**config.mk**
```make
export PLATFORM = sky130hd
export DESIGN_NAME = time_keeper
export DESIGN_NICKNAME = d
export VERILOG_FILES = /design/src/rtl/time_keeper.sv
export SDC_FILE = /design/constraint.sdc
export NUM_CORES = 1
export LEC_CHECK = 0
export ABC_AREA = 0
export CORE_ASPECT_RATIO = 2
export CORE_UTILIZATION = 55
export CTS_CLUSTER_SIZE = 24
export DETAILED_ROUTE_END_ITERATION = 8
export GPL_ROUTABILITY_DRIVEN = 1
export MAX_ROUTING_LAYER = met4
export PLACE_DENSITY = 0.69
export REMOVE_ABC_BUFFERS = 1
export SETUP_SLACK_MARGIN = 0.02
export SYNTH_ARGS = -nofsm -noshare
export SYNTH_HDL_FRONTEND = slang
export SYNTH_SLANG_ARGS = --single-unit
```
**constraint.sdc**
```tcl
create_clock -name clk -period 4.5 [get_ports clk]
set_clock_uncertainty 0.2 [all_clocks]
set_input_delay 0.9 -clock clk [delete_from_list [all_inputs] [get_ports clk]]
set_output_delay 0.9 -clock clk [all_outputs]
set_load 0.02 [all_outputs]
```
**src/rtl/time_keeper.sv**
```systemverilog
// time_keeper: divides clk down to a one-second tick, keeps a 12-hour time of
// day with an AM/PM flag, and debounces the hour-set (btnL) and minute-set
// (btnR) buttons. btnU is an asynchronous active-high reset.
module time_keeper #(
  parameter int sys_freq  = 100000000,
  parameter int db_cycles = 1000000
) (
  input  logic        clk,
  input  logic        btnU,
  input  logic        btnL,
  input  logic        btnR,
  output logic [11:0] time_bus,
  output logic        pm,
  output logic        sec_tick
);

  localparam int PW = (sys_freq > 1) ? $clog2(sys_freq) : 1;
  localparam int CW = (db_cycles > 1) ? $clog2(db_cycles) : 1;
  localparam logic [PW-1:0] PRESC_LAST = PW'(sys_freq - 1);
  localparam logic [CW-1:0] DB_LAST    = CW'(db_cycles - 1);

  // Button lanes: index 1 = hour set (btnL), index 0 = minute set (btnR).
  logic [1:0]    raw;
  logic [1:0]    sync1;
  logic [1:0]    sync2;
  logic [1:0]    acc;
  logic [1:0]    act;
  logic [CW-1:0] db_cnt [2];

  assign raw = {btnL, btnR};

  // Time-of-day state; time_bus is a straight concatenation of registers.
  logic [PW-1:0] presc;
  logic [5:0]    sec;
  logic [3:0]    hour;
  logic [3:0]    ten;
  logic [3:0]    mins;

  logic [PW-1:0] nxt_presc;
  logic [5:0]    nxt_sec;
  logic [3:0]    nxt_hour;
  logic [3:0]    nxt_ten;
  logic [3:0]    nxt_min;
  logic          nxt_pm;
  logic          nxt_tick;
  logic          hour_carry;
  logic          tick;

  assign tick     = (presc == PRESC_LAST);
  assign time_bus = {hour, ten, mins};

  // Synchronize, debounce and rising-edge detect both set buttons.
  always_ff @(posedge clk or posedge btnU) begin
    if (btnU) begin
      sync1 <= '0;
      sync2 <= '0;
      acc   <= '0;
      act   <= '0;
      for (int i = 0; i < 2; i++) db_cnt[i] <= '0;
    end else begin
      sync1 <= raw;
      sync2 <= sync1;
      for (int i = 0; i < 2; i++) begin
        act[i] <= 1'b0;
        if (sync2[i] != acc[i]) begin
          // Level has disagreed for db_cycles consecutive cycles: accept it.
          if (db_cnt[i] == DB_LAST) begin
            acc[i]    <= sync2[i];
            act[i]    <= sync2[i];
            db_cnt[i] <= '0;
          end else begin
            db_cnt[i] <= db_cnt[i] + CW'(1);
          end
        end else begin
          db_cnt[i] <= '0;
        end
      end
    end
  end

  // Next time-of-day: minute set overrides the tick; hour set merges with
  // any tick carry so the net hour change is a single step.
  always_comb begin
    nxt_presc  = presc + PW'(1);
    nxt_sec    = sec;
    nxt_ten    = ten;
    nxt_min    = mins;
    nxt_hour   = hour;
    nxt_pm     = pm;
    nxt_tick   = 1'b0;
    hour_carry = 1'b0;
    if (act[0]) begin
      nxt_presc = '0;
      nxt_sec   = '0;
      if (mins == 4'd9) begin
        nxt_min = 4'd0;
        nxt_ten = (ten == 4'd5) ? 4'd0 : ten + 4'd1;
      end else begin
        nxt_min = mins + 4'd1;
      end
    end else if (tick) begin
      nxt_presc = '0;
      nxt_tick  = 1'b1;
      if (sec == 6'd59) begin
        nxt_sec = '0;
        if (mins == 4'd9) begin
          nxt_min = 4'd0;
          if (ten == 4'd5) begin
            nxt_ten    = 4'd0;
            hour_carry = 1'b1;
          end else begin
            nxt_ten = ten + 4'd1;
          end
        end else begin
          nxt_min = mins + 4'd1;
        end
      end else begin
        nxt_sec = sec + 6'd1;
      end
    end
    if (act[1] || hour_carry) begin
      if (hour == 4'd12) begin
        nxt_hour = 4'd1;
      end else begin
        nxt_hour = hour + 4'd1;
        if (hour == 4'd11) nxt_pm = ~pm;
      end
    end
  end

  // Register time state and the one-cycle second pulse.
  always_ff @(posedge clk or posedge btnU) begin
    if (btnU) begin
      presc    <= '0;
      sec      <= '0;
      hour     <= 4'd12;
      ten      <= 4'd0;
      mins     <= 4'd0;
      pm       <= 1'b0;
      sec_tick <= 1'b0;
    end else begin
      presc    <= nxt_presc;
      sec      <= nxt_sec;
      hour     <= nxt_hour;
      ten      <= nxt_ten;
      mins     <= nxt_min;
      pm       <= nxt_pm;
      sec_tick <= nxt_tick;
    end
  end

endmodule

```
run_1/gate_families.png
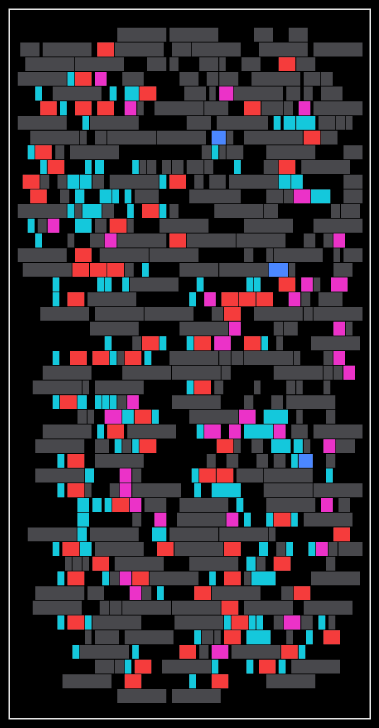
colour	family	cells
blue	AND-OR and OR-AND gates	3
red	XOR/XNOR gates	68
cyan	NOR gates	112
magenta	AND and OR gates	35

run_1/final_congestion.png
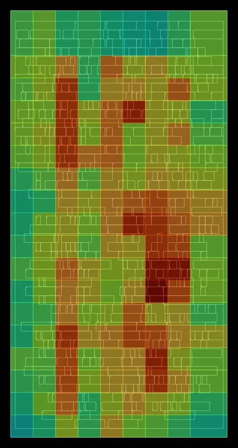
met3 global-route usage: 0.0381
Global Route met2 Usage: 0.408

==> summary.txt, run 1 <==
run metrics: maximum VDD drop=0.237 mV, Post-DP HPWL=between 6 and 7 mm, Final Non-Filler Cells=between 500 and 600, dpl cell area=~0.0049 sq mm, drt total wl=between 8 and 9 mm, Worst Hold Endpoint=sync2[1]$_DFF_PP0_, average wire per standard cell=15.4 microns, critical path buffer and inverter count=1, highest-power group=sequential cells, core area=approximately 0.008 sq mm, Root Driver=clkbuf_16, Flop pwr share=0.523, leakage power total=2.19 nW, Tcrit/Tclk final=0.585, CP required=roughly 3.4 ns, internal power=around 1.3 mW, Die Y=131 microns, Yosys chip area=approximately 0.0046 sq mm, setup_tns=0 ns, max cap viols=0, RSZ-0062 raised after global routing=false, count of tool warnings=26, layout net count=about 480, initial antenna violation count=0, crit path launch=hour[3]$_DFFE_PP1P_, vias per inst=~5.7, Power Clock=around 0.75 mW, combinational cell power=0.0359 mW, fmax=~380 MHz, Final Setup Violations=0, max_slew headroom=0.357, fp util=0.573, status=finished, final reports clean, vias in the first global route=3386, Critical-path top delay cell=clkdlybuf4s50_1, Reg area=0.00238 sq mm, Post-synth EDFFs=0, sequential power=slightly below 0.9 mW
run_1/registers.png
Scale bar: 20 microns. Other sequential cells in the stronger grey, the rest of the logic in the fainter grey.
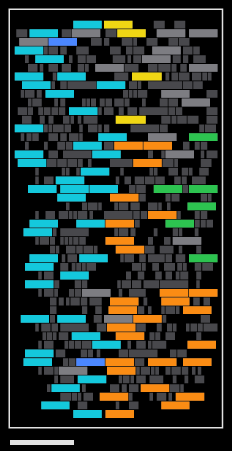
colour	signal	sequential cells
orange	presc	27
cyan	db_cnt	40
blue	sync2	2
green	sec	6
yellow	hour	4
not coloured	16

==> run 1: sequential cells by signal, indices dropped and copies added (netlist names) <==
| signal | cells |
|---|---|
| sync1 | 2 |
| mins | 4 |
| sec_tick | 1 |
| db_cnt | 40 |
| pm | 1 |
| ten | 4 |
| acc | 2 |
| sync2 | 2 |
| presc | 27 |
| act | 2 |
| hour | 4 |
| sec | 6 |
==> run 1: per-layer routing <==
layer  track usage  vias to the layer above  wire length (microns)
met1         0.249                     1616                   3500
met3        0.0381                       19                    152
met2         0.408                       35                   4920
met5             -                        -                      0
met4         0.113                        0                    233
li1              -                     1601                      -
==> run 1: final cells by class <==
cell class,count,share of cell area
clock buffers,10,0.0464
clock inverters,5,0.0114
inverters,14,0.0104
multi-input cells,335,0.409
flip-flops and latches,95,0.462
well taps,96,0.0233
repair buffers,18,0.0369
==> run 1: cell usage after synthesis (all sizes together), types with 10 or more instances <==
library cell / count / area (sq um)
xnor2: 35 / 307
nor4: 10 / 81.3
and3: 16 / 100
nor2: 81 / 304
nor3: 10 / 55.1
inv: 14 / 52.6
nand2: 23 / 86.3
xor2: 33 / 289
nand4: 19 / 119
nand3: 32 / 160
dfrtp: 93 / 2330
==> run 1: cell families after synthesis <==
kind of cell               Yosys count  synth area share
xor gates and xnor gates            68             0.130
DFF                                 95             0.520
adders and majority gates            6            0.0164
AOI/OAI and AO/OA                   31            0.0440
and+or+nand+nor                    224             0.255
muxes                                6            0.0145
buffers and inverters               23            0.0202
==> run 1: stage by stage <==
step / setup slack, ns / util / hold WS (ns)
global placement: 1.97 / 0.607 / 0.137
CTS: 1.84 / 0.644 / 0.150
detailed placement: 1.85 / 0.607 / 0.135
global route: 1.66 / 0.644 / 0.154
floorplan: 0.926 / - / 0.131
finish: 1.87 / 0.644 / 0.148
run_1/met3.png
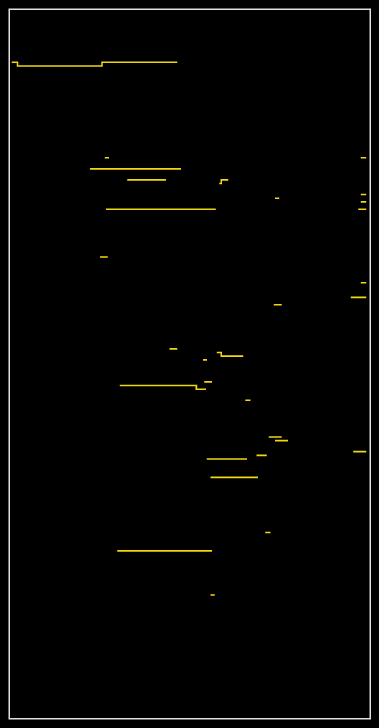

==> run 2, diff against run 1 <==
--- a/config.mk
+++ b/config.mk
@@ -12,7 +12,7 @@
 export DETAILED_ROUTE_END_ITERATION = 8
 export GPL_ROUTABILITY_DRIVEN = 1
 export MAX_ROUTING_LAYER = met4
-export PLACE_DENSITY = 0.69
+export PLACE_DENSITY = 0.72
 export REMOVE_ABC_BUFFERS = 1
 export SETUP_SLACK_MARGIN = 0.02
 export SYNTH_ARGS = -nofsm -noshare
==> constraint.sdc (replaced) <==
create_clock -name clk -period 2.3 [get_ports clk]
set_clock_uncertainty 0.2 [all_clocks]
set_input_delay 0.46 -clock clk [delete_from_list [all_inputs] [get_ports clk]]
set_output_delay 0.46 -clock clk [all_outputs]
set_load 0.02 [all_outputs]
run_2/met3.png
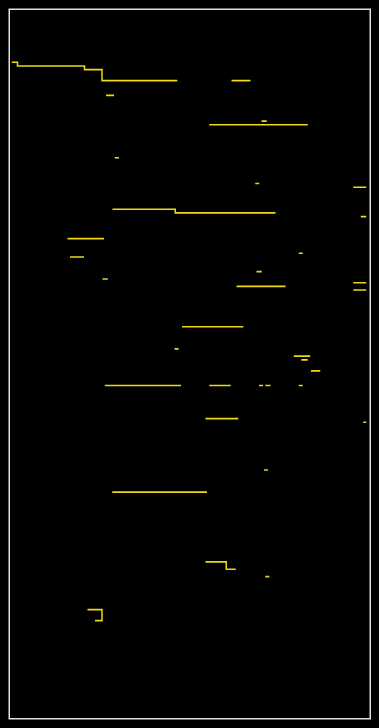
nets with wire on the layer	23
longest straight run	18.4 microns
wire length on this layer	184 microns
share of all routed wire	2.1%
main direction	horizontal

==> run 2 against run 1 <==
  * Clock-buffer cell count up 2
  * Die size unchanged
  * Via count up 2.7%
  * Final cell count is 3.3% higher
  * Synthesized area stayed put
  * Non-clock buffer count increased by 18
  * Register-to-register slack got worse by 1.8 ns
  * Highest routed layer unchanged
==> summary.txt, run 2 <==
run metrics: XOR Share, Synth=0.130, Worst Hold Endpoint=sync2[1]$_DFF_PP0_, Power Clock=1.52 mW, WHS=~0.15 ns, Top-area cell share=0.508, max cap viols=0, max_slew headroom=0.698, CP required=roughly 2.3 ns, combinational cell power=between 0.07 and 0.08 mW, RSZ-0062 raised after global routing=true, drt total wl=8.89 mm, Synth area leaders=dfrtp_1, xnor2_1, nor2_1, yosys simple share=0.255, Post-DP HPWL=~6.3 mm, initial antenna violation count=0, Root Driver=clkbuf_16, Multiplexer share=0.0145, leakage power total=about 2.3 nW, fp util=0.573, core area=~0.008 sq mm, maximum VDD drop=0.456 mV, highest-power group=sequential cells, top cells by count=dfrtp_1, nor2_1, xnor2_1, xor2_1, nand3_1, Flop pwr share=0.515, status=finished, final reports clean, Tcrit/Tclk final=0.964, leading area contributor after synthesis=dfrtp_1, vias in the first global route=~3.4k, top-count cell post-synth=dfrtp_1
run_2/final_congestion.png
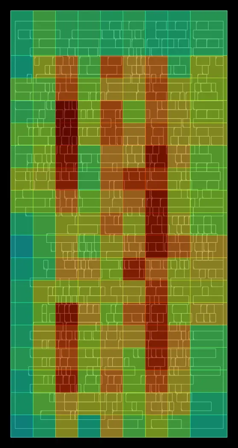
end-of-flow core utilization: 0.664
average wire per standard cell: 15.0 microns
grt met1 use: 0.231

==> run 2: layer usage <==
metal  GRT usage  vias to the layer above  part of all wire
li1            -                     1641                 -
met1       0.231                     1651              0.40
met2       0.406                       49              0.56
met3      0.0363                       19             0.021
met4       0.118                        0             0.027
met5           -                        -                 0
==> run 2: per-stage QoR <==
step | setup TNS, ns | std cells | setup WS, ns | area [sq um] | utilization
6_report | 0 | 592 | 0.0817 | 5320 | 0.664
5_1_grt | -0.0255 | 592 | -0.0174 | 5320 | 0.664
4_1_cts | 0 | 592 | 0.0461 | 5320 | 0.664
3_5_place_dp | 0 | 576 | 0.0152 | 5000 | 0.625
3_3_place_gp | 0 | 576 | 0.0149 | 5000 | 0.625
2_1_floorplan | -77.92 | 444 | -0.834 | 4540 | -
==> run 2: worst max-delay path by stage <==
| stage | startpoint | to |
|---|---|---|
| 2_1_floorplan | btnU | acc[0]$_DFFE_PP0P_ |
| 3_3_place_gp | ten[1]$_DFFE_PP0P_ | hour[1]$_DFFE_PP0P_ |
| 3_5_place_dp | ten[1]$_DFFE_PP0P_ | hour[1]$_DFFE_PP0P_ |
| 4_1_cts | ten[1]$_DFFE_PP0P_ | hour[1]$_DFFE_PP0P_ |
| 5_1_grt | presc[0]$_DFF_PP0_ | hour[1]$_DFFE_PP0P_ |
| 6_report | ten[1]$_DFFE_PP0P_ | hour[1]$_DFFE_PP0P_ |
==> run 2: final cells by class <==
class,count,area (sq um)
clock buffers,12,256
clock inverters,4,52.6
fillers,619,2690
inverters,14,53.8
multi-input cells,335,2110
flip-flops and latches,95,2380
well taps,96,120
repair buffers,36,338
==> run 2: critical path: stages, from the launching register on <==
cell,delay (ns)
dfrtp_1,0.45
nor4bb_2,0.37
buf_4,0.16
nand4_1,0.11
nor4_2,0.29
buf_4,0.20
nor2_1,0.05
mux2_2,0.26
run_2/met2.png
Scale bar: 20 microns.
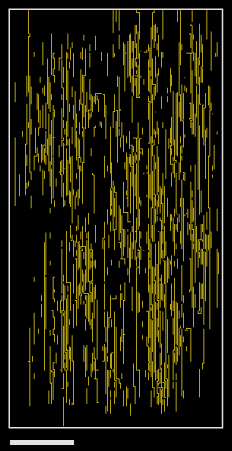

==> run 3, diff against run 2 <==
--- a/config.mk
+++ b/config.mk
@@ -6,13 +6,16 @@
 export NUM_CORES = 1
 export LEC_CHECK = 0
 export ABC_AREA = 0
+export CELL_PAD_IN_SITES_DETAIL_PLACEMENT = 0
+export CELL_PAD_IN_SITES_GLOBAL_PLACEMENT = 1
 export CORE_ASPECT_RATIO = 2
-export CORE_UTILIZATION = 55
-export CTS_CLUSTER_SIZE = 24
+export CORE_UTILIZATION = 43
+export CTS_CLUSTER_SIZE = 40
 export DETAILED_ROUTE_END_ITERATION = 8
 export GPL_ROUTABILITY_DRIVEN = 1
 export MAX_ROUTING_LAYER = met4
-export PLACE_DENSITY = 0.72
+export PLACE_DENSITY = 0.71
+export RECOVER_POWER = 25
 export REMOVE_ABC_BUFFERS = 1
 export SETUP_SLACK_MARGIN = 0.02
 export SYNTH_ARGS = -nofsm -noshare
run_3/met2.png
Scale bar: 20 microns.
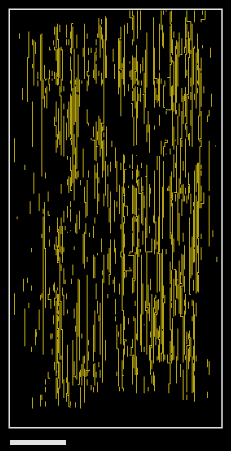
share of all routed wire	56%
nets with wire on the layer	422
main direction	vertical
Global Route met2 Usage: 0.341
drt total wl: 9.38 mm

run_3/met3.png
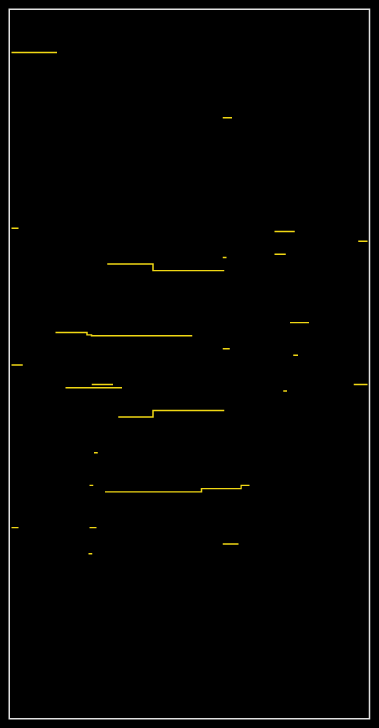
met3 global-route usage: 0.0354
Vias: 3330

==> run 3 against run 2 <==
  * Synthesized area stayed put
  * Routed wire length up 5.6%
  * Core utilization down 15 points
  * Non-clock buffer count is 5 higher
  * Register-to-register slack gained 0.06 ns
  * Sequential cell count stayed put
  * Sequential power about the same
  * Via count fell by 0.89%
==> summary.txt, run 3 <==
run metrics: status=finished, final reports clean, end-of-flow core utilization=0.516, max reg flops=roughly 40, Top-area cell share=0.508, Top reg by flops=db_cnt, Flop pwr share=0.536, setup_tns=0 ns, adder share=0.0164, Root Driver=clkbuf_16, dpl cells=a little over 600, Post-DP HPWL=~6.8 mm, yosys simple share=0.255, Filler cells=slightly below 1k, dpl ws=around 0.081 ns, average wire per standard cell=roughly 15 microns, maximum VDD drop=about 0.42 mV, top-count cell post-synth=dfrtp_1, XOR Share, Synth=0.130, worst setup margin=a little over 0.09 ns, cell family with most CP delay=buffers and inverters, Post-synth EDFFs=0, aoi share=0.0440, cells along the critical path=clkdlybuf4s50_1, leakage power total=approximately 2.3 nW, Critical-path top delay cell=clkdlybuf4s50_1, internal power=between 2 and 2.5 mW, Power Clock=1.39 mW, Multiplexer share=0.0145, sequential power=about 1.7 mW, dpl cell area=0.00509 sq mm, WHS=~0.15 ns, top cells by count=dfrtp_1, nor2_1, xnor2_1, xor2_1, nand3_1, critical path buffer and inverter count=1, vias per inst=around 5.2, max_slew headroom=0.251, vias in the first global route=between 3k and 4k, Synth area leaders=dfrtp_1, xnor2_1, nor2_1, core area=roughly 0.010 sq mm, Largest regs=db_cnt: 40 flops, presc: 27 flops, sec: 6 flops, fp util=0.440, post-route cell area=roughly 0.0054 sq mm, Tcrit/Tclk final=0.960, Final Setup Violations=0
## run 3: cell types whose count changed in the layout (fill, tap and decap cells not counted), moves of 2 or more
cell and delta:
clkinvlp_4 +6, buf_4 +5, clkdlybuf4s50_1 -3, dlygate4sd3_1 +3, clkbuf_8 -2
## run 3: worst reg2reg max path: stages (launching register included)
cell and delay [ns]:
dfrtp_1 0.39, ha_1 0.22, and3_1 0.20, nand4_1 0.22
nor3_2 0.35, buf_4 0.19, o2111ai_1 0.12, xnor2_1 0.16
## run 3: routing by layer
| layer | vias to the layer above | routed length, microns | track usage |
|---|---|---|---|
| met5 | - | 0 | - |
| met4 | 0 | 231 | 0.0858 |
| met3 | 17 | 160 | 0.0354 |
| met2 | 30 | 5230 | 0.341 |
| met1 | 1633 | 3760 | 0.199 |
| li1 | 1650 | - | - |
## run 3: final cells by class
class / instances / area [sq um] / area share
Tap cell: 137 / 171 / 0.0319
Multi-Input combinational cell: 335 / 2110 / 0.394
Timing Repair Buffer: 41 / 375 / 0.0699
Clock buffer: 9 / 225 / 0.0420
Inverter: 14 / 52.6 / 0.00979
Sequential cell: 95 / 2380 / 0.443
Clock inverter: 7 / 50.0 / 0.00932
## run 3: final timing paths
path	startpoint	end	slack, ns	cells after the start
hold reg to reg	sync1[1]$_DFF_PP0_	sync2[1]$_DFF_PP0_	0.15	0
hold / removal	sync1[1]$_DFF_PP0_	sync2[1]$_DFF_PP0_	0.15	0
setup / recovery	hour[3]$_DFFE_PP1P_	time_bus[11]	0.09	1
setup reg to reg	presc[0]$_DFF_PP0_	ten[3]$_DFFE_PP0P_	0.14	7
min in group asynchronous	btnU	db_cnt[1]$_DFF_PP0_	0.64	2
max in group asynchronous	btnU	hour[2]$_DFFE_PP1P_	0.39	3
Power is estimated from default activity; no workload was simulated.
